<file path="src/rtl/viterbi_pkg.sv">
// Shared definitions for the K=3, rate-1/2 (7,5 octal) hard-decision Viterbi decoder.
package viterbi_pkg;

    localparam int NUM_STATES = 4;
    localparam int INIT_PEN   = 4;

    // Trellis state {a,b}: a = previous input bit, b = the bit before it.
    typedef logic [1:0] state_t;

    // Encoder output {o1,o0} leaving state s on input u (generators 7 and 5 octal).
    function automatic logic [1:0] exp_sym(state_t s, logic u);
        return {u ^ s[1] ^ s[0], u ^ s[0]};
    endfunction

    // Hamming distance between two 2-bit symbols, 0..2.
    function automatic logic [1:0] hamming2(logic [1:0] x, logic [1:0] y);
        logic [1:0] d;
        d = x ^ y;
        return {d[1] & d[0], d[1] ^ d[0]};
    endfunction

endpackage

</file>
<file path="src/rtl/viterbi_acs.sv">
// Add-compare-select for one next state ns={u,a}; predecessors are {a,0} and {a,1}.
module viterbi_acs
    import viterbi_pkg::*;
#(
    parameter int     METRIC_W = 4,
    parameter state_t NS       = 2'b00
) (
    input  logic [METRIC_W-1:0] pm_p0,
    input  logic [METRIC_W-1:0] pm_p1,
    input  logic [1:0]          sym,
    output logic [METRIC_W-1:0] new_pm,
    output logic                dec
);

    localparam state_t P0 = {NS[0], 1'b0};
    localparam state_t P1 = {NS[0], 1'b1};

    logic [1:0]          bm0;
    logic [1:0]          bm1;
    logic [METRIC_W-1:0] cand0;
    logic [METRIC_W-1:0] cand1;

    // Two candidates, keep the smaller; a tie keeps the even predecessor.
    always_comb begin
        bm0    = hamming2(sym, exp_sym(P0, NS[1]));
        bm1    = hamming2(sym, exp_sym(P1, NS[1]));
        cand0  = pm_p0 + {{(METRIC_W-2){1'b0}}, bm0};
        cand1  = pm_p1 + {{(METRIC_W-2){1'b0}}, bm1};
        dec    = 1'b0;
        new_pm = cand0;
        if (cand1 < cand0) begin
            dec    = 1'b1;
            new_pm = cand1;
        end
    end

endmodule

</file>
<file path="src/rtl/viterbi_decoder_k3.sv">
// Hard-decision Viterbi decoder, 4 states, register-exchange survivors of DEPTH symbols.
module viterbi_decoder_k3
    import viterbi_pkg::*;
#(
    parameter int DEPTH    = 16,
    parameter int METRIC_W = 4
) (
    input  logic       clk,
    input  logic       rst,
    input  logic       en_i,
    input  logic [1:0] sym_i,
    output logic       d_out,
    output logic       valid_o
);

    localparam int CNT_W = $clog2(DEPTH);

    logic [METRIC_W-1:0] pm       [NUM_STATES];
    logic [METRIC_W-1:0] raw_pm   [NUM_STATES];
    logic [METRIC_W-1:0] norm_pm  [NUM_STATES];
    logic [DEPTH-1:0]    path     [NUM_STATES];
    logic [DEPTH-1:0]    new_path [NUM_STATES];
    logic [NUM_STATES-1:0] dec;
    logic [METRIC_W-1:0] min_pm;
    state_t              best;
    state_t              st;
    state_t              pred;
    logic [CNT_W-1:0]    count;

    genvar g;
    generate
        for (g = 0; g < NUM_STATES; g++) begin : g_acs
            localparam state_t NSV = state_t'(g);
            viterbi_acs #(
                .METRIC_W (METRIC_W),
                .NS       (NSV)
            ) u_acs (
                .pm_p0  (pm[{NSV[0], 1'b0}]),
                .pm_p1  (pm[{NSV[0], 1'b1}]),
                .sym    (sym_i),
                .new_pm (raw_pm[g]),
                .dec    (dec[g])
            );
        end
    endgenerate

    // Minimum metric, best state (lowest index on ties), normalised metrics and survivor exchange.
    always_comb begin
        min_pm = raw_pm[0];
        best   = 2'b00;
        st     = 2'b00;
        pred   = 2'b00;
        for (int i = 1; i < NUM_STATES; i++) begin
            if (raw_pm[i] < min_pm) begin
                min_pm = raw_pm[i];
            end
        end
        for (int i = NUM_STATES - 1; i >= 0; i--) begin
            if (raw_pm[i] == min_pm) begin
                best = state_t'(i);
            end
        end
        for (int i = 0; i < NUM_STATES; i++) begin
            st          = state_t'(i);
            pred        = {st[0], dec[i]};
            norm_pm[i]  = raw_pm[i] - min_pm;
            new_path[i] = {path[pred][DEPTH-2:0], st[1]};
        end
    end

    // Metric, survivor and symbol-count state advances only on accepted symbols.
    always_ff @(posedge clk or negedge rst) begin
        if (!rst) begin
            for (int i = 0; i < NUM_STATES; i++) begin
                pm[i]   <= (i == 0) ? '0 : METRIC_W'(INIT_PEN);
                path[i] <= '0;
            end
            count <= '0;
        end else if (en_i) begin
            for (int i = 0; i < NUM_STATES; i++) begin
                pm[i]   <= norm_pm[i];
                path[i] <= new_path[i];
            end
            if (count != CNT_W'(DEPTH - 1)) begin
                count <= count + 1'b1;
            end
        end
    end

    // Oldest bit of the best survivor, flagged valid once DEPTH symbols have arrived.
    always_ff @(posedge clk or negedge rst) begin
        if (!rst) begin
            d_out   <= 1'b0;
            valid_o <= 1'b0;
        end else if (en_i) begin
            d_out   <= new_path[best][DEPTH-1];
            valid_o <= (count == CNT_W'(DEPTH - 1));
        end else begin
            valid_o <= 1'b0;
        end
    end

endmodule

</file>
<file path="config.mk">
export PLATFORM = sky130hd
export DESIGN_NAME = viterbi_decoder_k3
export DESIGN_NICKNAME = d
export VERILOG_FILES = /design/src/rtl/viterbi_pkg.sv /design/src/rtl/viterbi_acs.sv /design/src/rtl/viterbi_decoder_k3.sv
export SDC_FILE = /design/constraint.sdc
export NUM_CORES = 1
export LEC_CHECK = 0
export CORE_MARGIN = 2
export CORE_UTILIZATION = 55
export CTS_CLUSTER_SIZE = 14
export DETAILED_ROUTE_END_ITERATION = 8
export PLACE_DENSITY = 0.81
export SYNTH_ARGS = -nofsm -noshare
export SYNTH_HDL_FRONTEND = slang
export SYNTH_SLANG_ARGS = --single-unit
</file>
<file path="constraint.sdc">
create_clock -name clk -period 13.89 [get_ports clk]
set_input_delay 1.389 -clock clk [delete_from_list [all_inputs] [get_ports clk]]
set_output_delay 1.389 -clock clk [all_outputs]
set_load 0.05 [all_outputs]
</file>
Figure 1. Met2 routing.
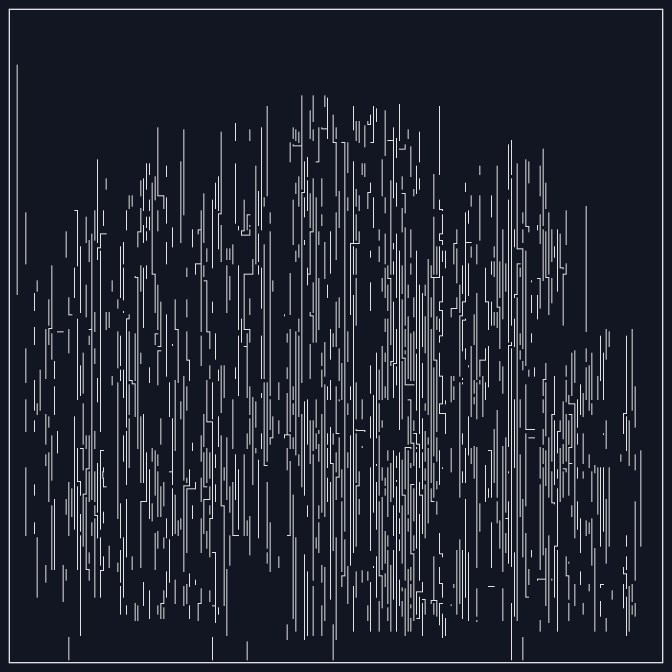
main direction	vertical
share of all routed wire	49%
longest straight run	62.2 µm
nets with wire on the layer	539
WL final: 11200 µm
via count: 4021
M2 GR Usage: 0.356

Figure 2. Track usage over the die.
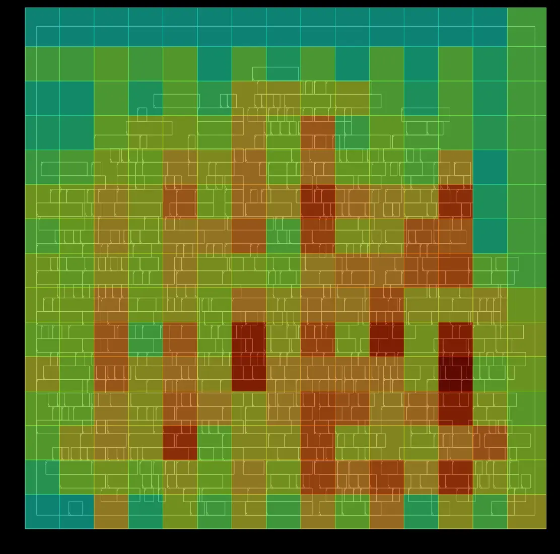
final core occ: 0.601
GR peak layer: met2
met1 usage: 0.287
total track usage: 0.215
met3 Track Usage GR: 0.0332

==> flow_summary.json <==
{
  "synthArstFlopShare": 1.00,
  "grt_pass1_wl_um": 19200,
  "fmax_mhz": 107,
  "slew_headroom": 0.311,
  "slowest_stage": "or2_1",
  "ys.flops": 77,
  "areaGrowthSynthToFinish_pct": 6.03,
  "dp.cells": 702,
  "timing.final.crit_share": 0.673,
  "finalSetupViolations": 0,
  "clockBufferDepth": 2,
  "cts_buffers": 9,
  "tritoncts": "built",
  "globalplace.congestion": 0.926,
  "yosys-stat-area_mm2": 0.00554,
  "min_path_type": "flip-flop to flip-flop",
  "grt-ovfl-total": 0,
  "dieWidth_um": 104,
  "nFillCells": 804,
  "cts.root.buffer_cell": "clkbuf_8",
  "max_cap_viol_count": 0,
  "yosys-top-cells-area": "dfrtp_1 (33%), ha_1 (13%), mux2i_1 (11%), a21oi_1 (7.0%), nor2_1 (5.2%)",
  "finalMaxSlewViolations": 0,
  "rsz0062_at_grt": "false",
  "worstMarginPinSlew_ps": 1030,
  "openroad.warnings": 43,
  "syn_area_per_cell_um2": 9.47,
  "grt_pass1_vias": 4079,
  "top_cells_by_count": "a21oi_1 (77), nor2_1 (77), dfrtp_1 (74)",
  "fp_nets": 652,
  "r2r_cells": 33,
  "num_rows": 36,
  "port_buffers": 6,
  "clk_pin_slew_worst_paths_ps": 90,
  "nets": 647,
  "worstPathArrival_ps": 9590,
  "cpPeakStageDelay_ps": 750,
  "post_cts_buffers": 0,
  "post-dp-hpwl_um": 8350,
  "diodes": 0,
  "status": "finished, final reports clean",
  "chip_area_mm2": 0.0109,
  "cts_htree_levels": 3,
  "drt_iter0_markers": 212,
  "path_class": "input port to flip-flop",
  "die_h_um": 104,
  "antenna_found_initial": 0,
  "seqCellArea_mm2": 0.00193,
  "pin_count": 7,
  "ys.flop_type": "dfrtp_1",
  "synthCells": 585,
  "end_kind": "flip-flop",
  "antenna_left": 0,
  "ctsResizeCount": 0,
  "grt_max_degree": 116,
  "critPathMaxFanout": 16,
  "yosys_warnings": 0,
  "logic_area_mm2": 0.00333,
  "fin_cells": 718,
  "edf_count": 0,
  "top_cell_area_share": 0.334,
  "cp_common_cell": "ha_1",
  "synth-seq-area-share": 0.348
}
Figure 3. Local utilization.
The die is cut into 10 by 10 equal tiles; white is low, dark blue is high, 0 to 100% covered.
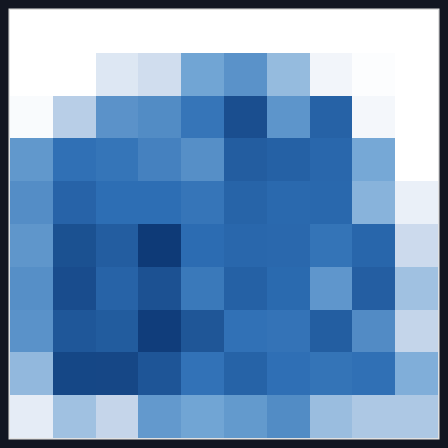
mean over tiles	52%
nearly empty tiles	16%
tiles over 75% full	32%
emptiest ninth of the die	upper right
fullest tile	96%
Std-Cell Core Area: 0.00977 mm²
floorplan core density: 0.567

Figure 4. Metal layers overlaid.
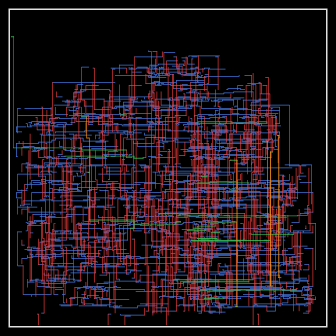
layer	color	wire length
metal 4	orange	201 µm
metal 2	red	5450 µm
metal 1	blue	5120 µm
metal 3	green	400 µm
post-DR wirelength/cell: 15.6 µm

==> placed cells by master, fill, tap and decap left out, types with 2 or more instances in the layout <==
cell type / Yosys / final
a22o_1: 4 / 4
and2_1: 2 / 2
inv_1: 46 / 46
nor2_1: 77 / 77
nand2_1: 23 / 23
a21o_1: 6 / 6
o22ai_1: 2 / 2
nor2b_1: 7 / 7
nand3_1: 4 / 4
a21boi_1: 2 / 2
clkinv_2: 0 / 2
inv_2: 2 / 2
xor2_1: 17 / 17
clkbuf_8: 0 / 9
o21ba_2: 2 / 2
ha_1: 59 / 59
a211oi_1: 2 / 2
buf_4: 1 / 5
nand2b_4: 2 / 2
dfrtp_1: 74 / 74
mux2_2: 13 / 13
fa_1: 3 / 3
xnor2_1: 20 / 20
a2111o_1: 2 / 2
clkinvlp_4: 0 / 2
mux2i_1: 63 / 63
a21oi_1: 77 / 76
clkdlybuf4s50_1: 0 / 4
or2_2: 2 / 2
o21ai_0: 14 / 14
dfstp_2: 3 / 3
nor3_1: 3 / 3
==> logic make-up after synthesis <==
family	share of synthesized area
AND-OR/OR-AND	0.149
XOR/XNOR	0.0585
adder cells (fa/ha/maj)	0.148
buffers and inverters	0.0515
flip-flops	0.348
multiplexers	0.145
AND/OR/NAND/NOR	0.0996
==> final timing paths <==
kind | from | end | slack (ps)
min in group asynchronous | rst | pm[5] | 1200
hold / removal | path[0] | path[0] | 490
max in group asynchronous | rst | path[36] | 12090
setup reg to reg | pm[4] | d_out | 6330
hold reg to reg | path[0] | path[0] | 490
setup / recovery | sym_i[0] | d_out | 4540
==> critical path, delay by kind of cell <==
family	cells	cell delay, ps
adder cells (fa/ha/maj)	7	1880
XOR/XNOR	1	150
multiplexers	3	780
AND/OR/NAND/NOR	7	1500
AND-OR/OR-AND	15	2820
buffers and inverters	5	1050
==> routing by layer <==
metal  up-vias  share of wire  wire length (µm)  track usage
met1      1932           0.46              5120        0.287
met3        12          0.036               399       0.0332
met4         0          0.018               200       0.0743
met2        67           0.49              5450        0.356
li1       2010              -                 -            -
met5         -              0                 0            0
==> sequential cells by signal (all words and copies together) (netlist names) <==
| register | count |
|---|---|
| count | 4 |
| path | 55 |
| d_out | 1 |
| pm | 16 |
| valid_o | 1 |
==> stage by stage <==
| step | hold slack [ps] | setup slack [ps] | instance area, µm² |
|---|---|---|---|
| finish | 488 | 4540 | 5870 |
| global route | 514 | 3900 | 5870 |
| CTS | 487 | 4660 | 5870 |
| detailed placement | 459 | 4290 | 5680 |
| global placement | 454 | 4670 | 5680 |
| floorplan | 439 | 6250 | 5540 |
==> final cells by class <==
class                   count  share of cell area
clock inverters             6              0.0109
multi-input cells         435               0.567
flip-flops and latches     77               0.329
repair buffers              9              0.0132
inverters                  48              0.0307
well taps                 133              0.0283
clock buffers              10              0.0217
